Run 1, wires at chosen ports, followed through buffers:
Scale: 3 px per um.
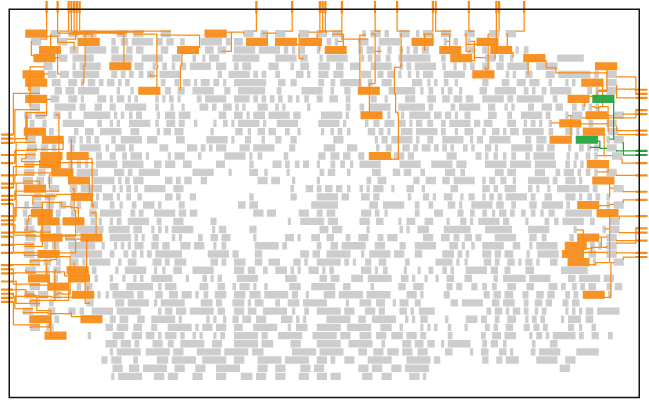
Run 1, gate families picked out:
Scale: 2 px per um.
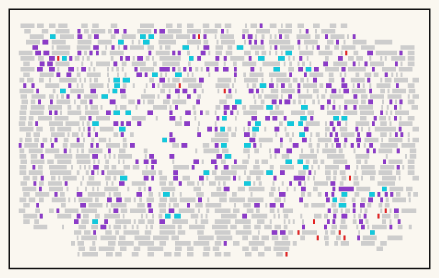
Run 1, wire density map:
Scale: 2 px per um. The die is cut into 21 by 13 equal tiles; white is low, dark blue is high, scaled to the fullest tile. Values are wire area over tile area, all layers added.
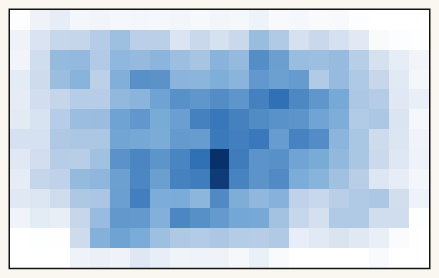
Run 1, clock network drawn from the DEF:
Scale: 3 px per um.
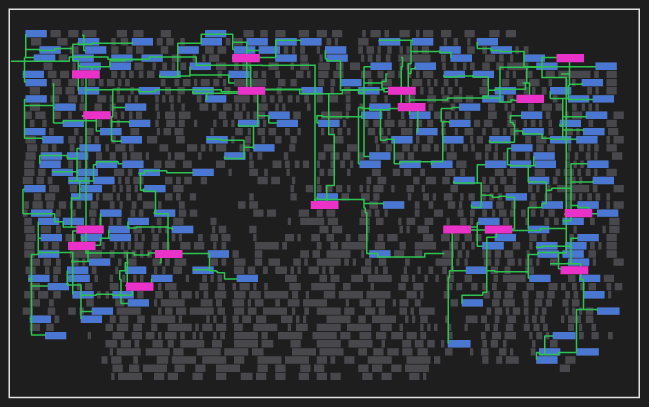
## config.mk

```make
export PLATFORM = sky130hd
export DESIGN_NAME = eth_pcs_rx_gearbox
export DESIGN_NICKNAME = d
export VERILOG_FILES = /design/src/rtl/eth_pcs_params.sv /design/src/rtl/eth_pcs_rx_gearbox.sv
export SDC_FILE = /design/constraint.sdc
export NUM_CORES = 1
export LEC_CHECK = 0
export CAP_MARGIN = 20
export CELL_PAD_IN_SITES_DETAIL_PLACEMENT = 1
export CELL_PAD_IN_SITES_GLOBAL_PLACEMENT = 1
export CORE_ASPECT_RATIO = 0.6
export CORE_MARGIN = 4
export CORE_UTILIZATION = 44
export CTS_CLUSTER_SIZE = 20
export DETAILED_ROUTE_END_ITERATION = 8
export MAX_ROUTING_LAYER = met4
export PLACE_DENSITY = 0.91
export SLEW_MARGIN = 20
export SYNTH_ARGS = -nofsm -noshare
export SYNTH_HDL_FRONTEND = slang
export SYNTH_SLANG_ARGS = --single-unit
export TNS_END_PERCENT = 30
```

## constraint.sdc

```tcl
create_clock -name i_clk -period 5.1 [get_ports i_clk]
set_input_delay 1.02 -clock i_clk [delete_from_list [all_inputs] [get_ports i_clk]]
set_output_delay 1.02 -clock i_clk [all_outputs]
set_load 0.005 [all_outputs]
```

## src/rtl/eth_pcs_params.sv

```systemverilog
// Shared 10GBASE-R PCS constants: sync header codes, block geometry and
// the gearbox buffer-count width.
package eth_pcs_params;

    localparam int W_SYNC    = 2;
    localparam int W_PAYLOAD = 64;
    localparam int W_BLK     = W_SYNC + W_PAYLOAD;
    localparam int W_GB_CNT  = 7;

    localparam logic [W_SYNC-1:0] SYNC_CTRL = 2'b10;
    localparam logic [W_SYNC-1:0] SYNC_DATA = 2'b01;

    // One 66-bit block; the sync header occupies the earliest-received bits.
    typedef struct packed {
        logic [W_PAYLOAD-1:0] payload;
        logic [W_SYNC-1:0]    sync_hdr;
    } pcs_blk_t;

endpackage

```

## src/rtl/eth_pcs_rx_gearbox.sv

```systemverilog
// RX 32->66 gearbox with one-bit slip for block alignment.
// Optional applied-slip counter port o_slip_cnt under ETH_PCS_RX_GEARBOX_SLIP_CNT_EN.
module eth_pcs_rx_gearbox
    import eth_pcs_params::*;
#(
    parameter int W_IN = 32
) (
    input  logic                 i_clk,
    input  logic                 i_reset,
    input  logic                 i_valid,
    input  logic [W_IN-1:0]      i_data,
    input  logic                 i_slip,
    output logic                 o_valid,
    output logic [W_SYNC-1:0]    o_sync_hdr,
    output logic [W_PAYLOAD-1:0] o_data
`ifdef ETH_PCS_RX_GEARBOX_SLIP_CNT_EN
    ,
    output logic [15:0]          o_slip_cnt
`endif
);

    localparam int                  W_BUF   = W_IN + W_BLK;
    localparam logic [W_GB_CNT-1:0] CNT_IN  = W_GB_CNT'(W_IN);
    localparam logic [W_GB_CNT-1:0] CNT_BLK = W_GB_CNT'(W_BLK);
    localparam logic [W_GB_CNT-1:0] CNT_ONE = W_GB_CNT'(1);

    logic [W_BUF-1:0]    r_buf;
    logic [W_GB_CNT-1:0] r_cnt;
    logic                r_slip_pend;
    logic                r_valid;
    pcs_blk_t            r_blk;

    logic [W_BUF-1:0]    w_buf;
    logic [W_GB_CNT-1:0] w_avail;
    logic                w_slip_req;
    logic                w_slip_do;
    logic                w_slip_pend;
    logic                w_extract;
    pcs_blk_t            w_blk;

    assign w_slip_req = (i_slip & r_valid) | r_slip_pend;

    // Bits at and above r_cnt are always zero, so new data can be OR-ed in.
    always_comb begin
        // NOTE: every output gets a default first so no path infers a latch;
        // blocking assignments let each step see the previous step's result.
        w_buf       = r_buf;
        w_avail     = r_cnt;
        w_slip_do   = 1'b0;
        w_slip_pend = 1'b0;
        w_extract   = 1'b0;
        w_blk       = r_blk;

        if (i_valid) begin
            w_buf   = r_buf | (W_BUF'(i_data) << r_cnt);
            w_avail = r_cnt + CNT_IN;
        end

        if (w_slip_req) begin
            if (w_avail != '0) begin
                w_slip_do = 1'b1;
                w_buf     = w_buf >> 1;
                w_avail   = w_avail - CNT_ONE;
            end else begin
                w_slip_pend = 1'b1;
            end
        end

        if (w_avail >= CNT_BLK) begin
            w_extract = 1'b1;
            w_blk     = pcs_blk_t'(w_buf[W_BLK-1:0]);
            w_buf     = w_buf >> W_BLK;
            w_avail   = w_avail - CNT_BLK;
        end
    end

    always_ff @(posedge i_clk) begin
        // NOTE: the buffer is cleared on reset because the OR-in append relies
        // on unused bits being zero, not merely on r_cnt being zero.
        if (i_reset) begin
            r_buf       <= '0;
            r_cnt       <= '0;
            r_slip_pend <= 1'b0;
            r_valid     <= 1'b0;
            r_blk       <= '0;
        end else begin
            r_buf       <= w_buf;
            r_cnt       <= w_avail;
            r_slip_pend <= w_slip_pend;
            r_valid     <= w_extract;
            r_blk       <= w_blk;
        end
    end

    assign o_valid    = r_valid;
    assign o_sync_hdr = r_blk.sync_hdr;
    assign o_data     = r_blk.payload;

`ifdef ETH_PCS_RX_GEARBOX_SLIP_CNT_EN
    logic [15:0] r_slip_cnt;

    always_ff @(posedge i_clk) begin
        if (i_reset) begin
            r_slip_cnt <= '0;
        end else if (w_slip_do && (r_slip_cnt != 16'hFFFF)) begin
            r_slip_cnt <= r_slip_cnt + 16'd1;
        end
    end

    assign o_slip_cnt = r_slip_cnt;
`endif

endmodule

```

==> GITHUB_STEP_SUMMARY, run 1 <==
## Synthesis and layout report

| Metric | Value |
|---|---|
| TritonCTS clock tree | `built` |
| Clock transition at path regs | `0.07 ns` |
| Number of logged tool warnings | `26` |
| Top pwr grp | `combinational cells` |
| Post-cts gate resize count | `0` |
| Sequential fraction of total cell area | `27.2%` |
| Yosys Instances | `1272` |
| Leakage component of the power | `4.69 nW` |
| Wirelength, routed | `50300 um` |
| Post-synthesis net count | `1310` |
| Gpl congestion | `1.04` |
| Post-Syn Instances | `1272` |
| Startpoint class of the critical path | `primary input` |
| Slowest Stage Delay on Critical Path | `0.62 ns` |
| Layout clock buffers | `18` |
| Clock network share of area | `5.25%` |
| Signal buffers share of area | `11.0%` |
| Number of instances on the worst hold path | `2` |
| Insertion Delay late pin | `0.46 ns` |
| Multi-input combinational gate total | `969` |
| Via total after detailed routing | `11684` |
| Main combinational cell family by area after synthesis | `AND-OR/OR-AND gates` |
| Fin nets | `1362` |
| Clk power | `0.00152 W` |
| Total sequential power | `0.00189 W` |
| Worst R2R Setup Slack | `1.13 ns` |
| Worst-case headroom to the max-slew limit | `13.4%` |
| Commonest cells after routing, fill and taps aside | `169 x sky130_fd_sc_hd__dfxtp_1, 160 x sky130_fd_sc_hd__nand2_1, 124 x sky130_fd_sc_hd__nor2_1` |
| Area share, top type | `32.3%` |
| Count of endpoints failing setup in the final report | `0` |
| Multiplexer share of the synthesized area | `17.8%` |
| Post-synthesis compound-gate area fraction | `24.2%` |
| RSZ-0062 raised after global routing | `no` |
| Worst setup path startpoint | `i_valid` |
| Distinct cell type count of the synthesized netlist | `74` |
| Share of synthesized cell area in full adder, half adder and majority cells | `0.233%` |
| Area-dominant cell class after layout | `multi-input combinational cells` |
| Ys flop type | `sky130_fd_sc_hd__dfxtp_1` |
| Port buffer count | `102` |
| Sequential fraction of design power | `20.7%` |
| First-pass iteration count of the detailed router | `7` |
| Flops | `173` |
| Pin count of the biggest net entering global routing | `76` |
| Tally of non-filler cells in the final layout | `1657` |
| Core area | `23500 um^2` |
| Sw Share | `51.0%` |
| Post-synthesis xor/xnor area fraction | `0.163%` |
| Syn Area/Cell | `8.43 um^2` |
| Final cell area excluding filler cells | `12700 um^2` |
| Die outline height | `129 um` |
| Power consumption | `0.00915 W` |
| Sum of met2 wire segment lengths after detailed routing | `20300 um` |
| Placed Instances | `1620` |
| Maximum clock rate | `0.225 GHz` |
| Cell with the largest stage delay on the worst path | `sky130_fd_sc_hd__a31o_2` |
| Run status | `complete, no violations` |
| Hold Slack | `0.458 ns` |
| Floorplan die area | `27000 um^2` |
| Non-clock inverter total of the final layout | `14` |
| CTS root buf | `sky130_fd_sc_hd__clkbuf_16` |
| Starting density of the core | `45.6%` |
| Global-route usage over all layers | `37.8%` |
| Tally of nets with antenna violations remaining after routing | `0` |
| Sequential cell area fraction in the yosys report | `32.3%` |
| Place WS | `0.332 ns` |
| Number of buffers and inverters on the critical path | `3` |
| CTS buffer count | `17` |
| Multi-input logic portion of the cell area | `52.9%` |
| Number of fillers in the final layout | `2718` |
| GR Overflow Total | `0` |
| Instance area after placement | `12100 um^2` |
| Met3 wirelength from detailed routing | `6870 um` |
| Fraction of power consumed by combinational cells | `62.7%` |
| Critical-path cell list | `clkdlybuf4s50_1 > and3_1 > o211ai_1 > and2_2 > a21oi_1 > inv_1 > ha_1 > o21ai_0 > a21oi_1 > a31o_2 > nand2b_2 > buf_12 > o32ai_1` |
| Largest cells by area after synthesis | `sky130_fd_sc_hd__dfxtp_1 32%, sky130_fd_sc_hd__mux4_2 9.7%, sky130_fd_sc_hd__nand2_1 5.6%` |
| Internal | `0.00449 W` |
| HPWL after detailed placement | `36000 um` |
| Post-synthesis to final-layout area growth | `18.8%` |
| Vias in the first global route | `11427` |
| Most used routing layer | `met2` |
| Final TNS setup | `0 ns` |
| RR Endpoint | `r_buf[31]$_SDFF_PP0_` |
| Met1 wire length | `21100 um` |
| Number of antenna diodes | `5` |
| Most used standard cell by instance count after synthesis | `sky130_fd_sc_hd__dfxtp_1` |
| Buffers excl. clock | `149` |
| Global-route wire length before repair | `75100 um` |
| Hold buffer count at cts | `0` |
| Basic Gates by Area | `20.0%` |
| Most common library cell in the layout ignoring fill and taps | `sky130_fd_sc_hd__dfxtp_1` |
| GRT met2 Usage | `52.0%` |
-- 'wires at chosen ports, followed through buffers' (at the start) --
- o_data: orange (bits 64; direction output; edge 26 west, 21 north, 17 east; end cells 64; buffers 64; wire 2060 um)
- o_sync_hdr: green (bits 2; direction output; edge east; end cells 2; buffers 2; wire 39.8 um)

-- 'gate families picked out' (at the start) --
- AND-OR and OR-AND gates: cyan (cells 61; most used a221o_1)
- inverters: red (cells 14; most used inv_1)
- inverting AOI/OAI gates: purple (cells 322; most used a21oi_1)

-- 'wire density map' (at the start) --
- fullest tile: 1.0
- densest ninth of the die: center
- nearly empty tiles: 7.7%
- emptiest ninth of the die: south-east

-- 'clock network drawn from the DEF' (at the start) --
- flip-flops: blue (count 173)
- clock wires: green (length 2460 um)
- cells driving clock nets: magenta (count 17)
- routed clock nets: 18

Run 1, track usage over the die:
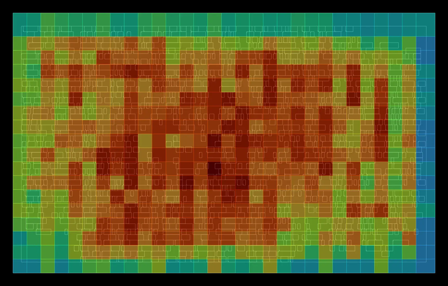

==> inputs of run 2 (changes only) <==
--- a/config.mk
+++ b/config.mk
@@ -10,11 +10,11 @@
 export CELL_PAD_IN_SITES_GLOBAL_PLACEMENT = 1
 export CORE_ASPECT_RATIO = 0.6
 export CORE_MARGIN = 4
-export CORE_UTILIZATION = 44
+export CORE_UTILIZATION = 47
 export CTS_CLUSTER_SIZE = 20
 export DETAILED_ROUTE_END_ITERATION = 8
 export MAX_ROUTING_LAYER = met4
-export PLACE_DENSITY = 0.91
+export PLACE_DENSITY = 0.95
 export SLEW_MARGIN = 20
 export SYNTH_ARGS = -nofsm -noshare
 export SYNTH_HDL_FRONTEND = slang
==> constraint.sdc (replaced) <==
create_clock -name i_clk -period 5.7 [get_ports i_clk]
set_input_delay 1.14 -clock i_clk [delete_from_list [all_inputs] [get_ports i_clk]]
set_output_delay 1.14 -clock i_clk [all_outputs]
set_load 0.005 [all_outputs]
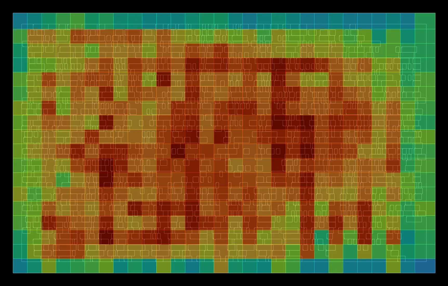
Run 2: track usage over the die
GRT met2 Usage: 53.7%
final core utilization: 56.6%
global-route usage over all layers: 39.4%
met3 capacity usage during global routing: 12.2%

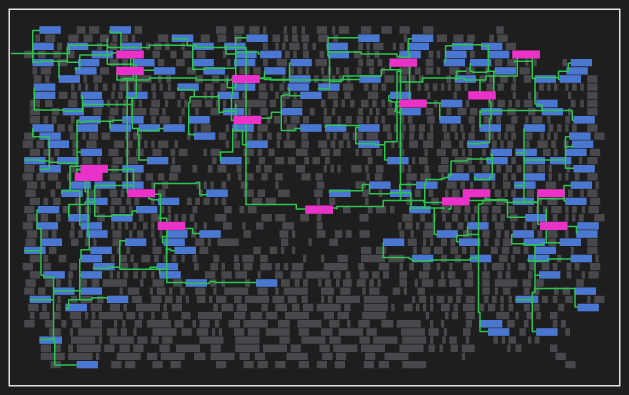
Run 2: clock network drawn from the DEF
Scale: 3 px per um.
- clock wires: green (length 2330 um)
- cells driving clock nets: magenta (count 17)
- flip-flops: blue (count 173)
- routed clock nets: 18

==> run 2 against run 1 <==
Compared with the run above: area after synthesis stayed put; register-to-register slack better by 0.51 ns; final area is 1.2% lower.
==> GITHUB_STEP_SUMMARY, run 2 <==
## Synthesis and layout report

| Metric | Value |
|---|---|
| Run status | `complete, no violations` |
| Post-cts gate resize count | `0 (unchanged)` |
| Critical-path cell list | `clkdlybuf4s50_1 > and3_1 > o211ai_1 > and2_2 > a21oi_1 > inv_1 > ha_1 > o21ai_0 > a21oi_1 > a31oi_4 > buf_4 > nor2_2 > buf_4 > and3_1` |
| Slowest Stage Delay on Critical Path | `0.60 ns (-0.02 ns)` |
| Non-clock inverter total of the final layout | `14 (unchanged)` |
| Hold Slack | `0.454 ns (-0.00331 ns)` |
| Power share of the clock group | `15.5%` |
| Insertion Delay late pin | `0.45 ns (about the same)` |
| Layout clock buffers | `18 (unchanged)` |
| Fraction of power consumed by combinational cells | `62.7% (about the same)` |
| Initial antenna violation count | `1` |
| Family of cells with the greatest summed delay on the critical path | `AND-OR/OR-AND gates` |
| Basic Gates by Area | `20.0% (unchanged)` |
| Most common library cell in the layout ignoring fill and taps | `sky130_fd_sc_hd__dfxtp_1` |
| Clk power | `0.00123 W (-19%)` |
| Number of antenna diodes | `3 (-2)` |
| Tally of nets with antenna violations remaining after routing | `0 (unchanged)` |
| Reg-to-reg critical path startpoint | `r_cnt[1]$_SDFF_PP0_` |
| Clock transition at path regs | `0.07 ns (about the same)` |
| Sequential fraction of total cell area | `27.5% (+0.31 points)` |
| Post-CTS setup buffers | `0` |
| Instance area after placement | `12000 um^2 (-0.62%)` |
| Hold buffer count at cts | `0 (unchanged)` |
| Global-route wire length before repair | `74600 um (-0.63%)` |
| Met1 wire length | `20500 um (-2.4%)` |
| Final period util | `77.5%` |
| Power consumption | `0.00792 W (-13%)` |
| Distinct cell type count of the synthesized netlist | `74 (unchanged)` |
| Post-synthesis net count | `1310 (unchanged)` |
| End of the critical path | `r_buf[92]$_SDFF_PP0_` |
| RR Endpoint | `o_data[52]$_SDFFE_PP0P_` |
| Most numerous cell types in the synthesized netlist | `173 x sky130_fd_sc_hd__dfxtp_1, 161 x sky130_fd_sc_hd__nand2_1, 125 x sky130_fd_sc_hd__nor2_1` |
| Sequential fraction of design power | `21.9% (+1.2 points)` |
| Max rail drop VDD | `0.000254 V` |
| Startpoint class of the critical path | `primary input` |
| Post-synthesis to final-layout area growth | `17.4%` |
| Via total after detailed routing | `11628 (-0.48%)` |
| Starting density of the core | `48.2% (+2.6 points)` |
| Syn Area/Cell | `8.43 um^2 (unchanged)` |
| Required arrival time at the worst endpoint | `6.09 ns` |
| Clock network share of area | `4.73% (-0.52 points)` |
| Maximum clock rate | `0.226 GHz` |
| Combinational cell power | `0.00497 W` |
| Hold Violations, Final | `0` |
| Tapcells | `308` |
| Post-Syn Instances | `1272 (unchanged)` |
| Fin nets | `1355 (-0.51%)` |
| Flops | `173 (unchanged)` |
| Clk sink count | `173` |
| Type of element capturing the critical path | `flop` |
| Multi-input combinational gate total | `969 (unchanged)` |
| Die width | `203 um` |
| RSZ-0062 raised after global routing | `no` |
| Buffers excl. clock | `142 (-4.7%)` |
| Worst R2R Setup Slack | `1.64 ns (+0.51 ns)` |
| GR Overflow Total | `0 (unchanged)` |
| Most used standard cell by instance count after synthesis | `sky130_fd_sc_hd__dfxtp_1` |
| Top pwr grp | `combinational cells` |
| Signal buffers share of area | `10.7% (-0.39 points)` |
| Main combinational cell family by area after synthesis | `AND-OR/OR-AND gates` |
| Sequential cell area fraction in the yosys report | `32.3% (unchanged)` |
| Total sequential power | `0.00173 W (-8%)` |
| Most area-hungry cell type in the Yosys netlist | `sky130_fd_sc_hd__dfxtp_1` |
| Final cell area excluding filler cells | `12600 um^2 (-1.2%)` |
| Number of instances on the worst hold path | `2 (unchanged)` |
| Number of logged tool warnings | `27 (+3.8%)` |
| CTS root buf | `sky130_fd_sc_hd__clkbuf_16` |
| DRC violation count after routing | `0` |
| Number of primary I/O pins | `103` |
| Logic depth of the worst setup path including buffers | `14` |
| Commonest cells after routing, fill and taps aside | `170 x sky130_fd_sc_hd__dfxtp_1, 160 x sky130_fd_sc_hd__nand2_1, 124 x sky130_fd_sc_hd__nor2_1` |
| Area share, top type | `32.3% (unchanged)` |
| TritonCTS clock tree | `built` |
| Post-synthesis xor/xnor area fraction | `0.163% (unchanged)` |
| H-tree Lvls | `4` |
| Fraction of synthesis flops using an asynchronous set or reset pin | `0%` |
| Most used routing layer | `met1` |
| HPWL after detailed placement | `35500 um (-1.4%)` |
| Wirelength, routed | `49300 um (-1.9%)` |
| Chip area from the yosys synthesis statistics | `10700 um^2` |
| Fraction of met1 tracks used by global routing | `55.1%` |
| Flip-flops with a built-in enable | `0` |
| Vias in the first global route | `11411 (-0.14%)` |
| Gpl congestion | `1.06 (+2.2%)` |
| First-pass iteration count of the detailed router | `6 (-1)` |
| Sum of met2 wire segment lengths after detailed routing | `20200 um (-0.45%)` |
| Type of the setup path with the least slack | `in -> reg` |
| Worst-case headroom to the max-slew limit | `29.9% (+17 points)` |
| Post-synthesis compound-gate area fraction | `24.2% (unchanged)` |
| Yosys Warn Count | `0` |
| Wire length per cell after detailed routing | `30.1 um` |
| Met3 wirelength from detailed routing | `6790 um (-1.2%)` |
| Placed Instances | `1606 (-0.86%)` |
| Leakage component of the power | `4.62 nW (-1.4%)` |
| Die outline height | `125 um (-3.0%)` |
| Yosys Instances | `1272 (unchanged)` |
| Top fanout value on the critical path | `40` |
| Final TNS setup | `0 ns (unchanged)` |
| Largest cells by area after synthesis | `sky130_fd_sc_hd__dfxtp_1 32%, sky130_fd_sc_hd__mux4_2 9.7%, sky130_fd_sc_hd__nand2_1 5.6%` |
| Highest routed layer | `met4` |
| Total standard cell area after synthesis | `10700 um^2` |
| Worst setup path startpoint | `i_valid` |
| Number of synthesized register bits | `173` |
| Hold Crit Class | `reg -> reg` |
| CTS buffer count | `17 (unchanged)` |
| Internal | `0.00384 W (-14%)` |
| Number of fillers in the final layout | `2653 (-2.4%)` |
| Cell with the largest stage delay on the worst path | `sky130_fd_sc_hd__o211ai_1` |
| Multi-input logic portion of the cell area | `53.5% (+0.66 points)` |
| Drt first-iter violations | `1783` |
| Area-dominant cell class after layout | `multi-input combinational cells` |
| Pin count of the biggest net entering global routing | `82 (+7.9%)` |
| Share of synthesized cell area in full adder, half adder and majority cells | `0.233% (unchanged)` |
| Port buffer count | `102 (unchanged)` |
| Sw Share | `51.5% (+0.52 points)` |
| Multiplexer share of the synthesized area | `17.8% (unchanged)` |
| Tally of non-filler cells in the final layout | `1641 (-0.97%)` |
| Ys flop type | `sky130_fd_sc_hd__dfxtp_1` |
| Core area | `22200 um^2 (-5.5%)` |
| Number of buffers and inverters on the critical path | `4 (+1)` |
| Floorplan die area | `25400 um^2 (-6.1%)` |
| Place WS | `0.884 ns (+0.552 ns)` |
| Count of endpoints failing setup in the final report | `0 (unchanged)` |
Power and IR drop assume default switching activity.
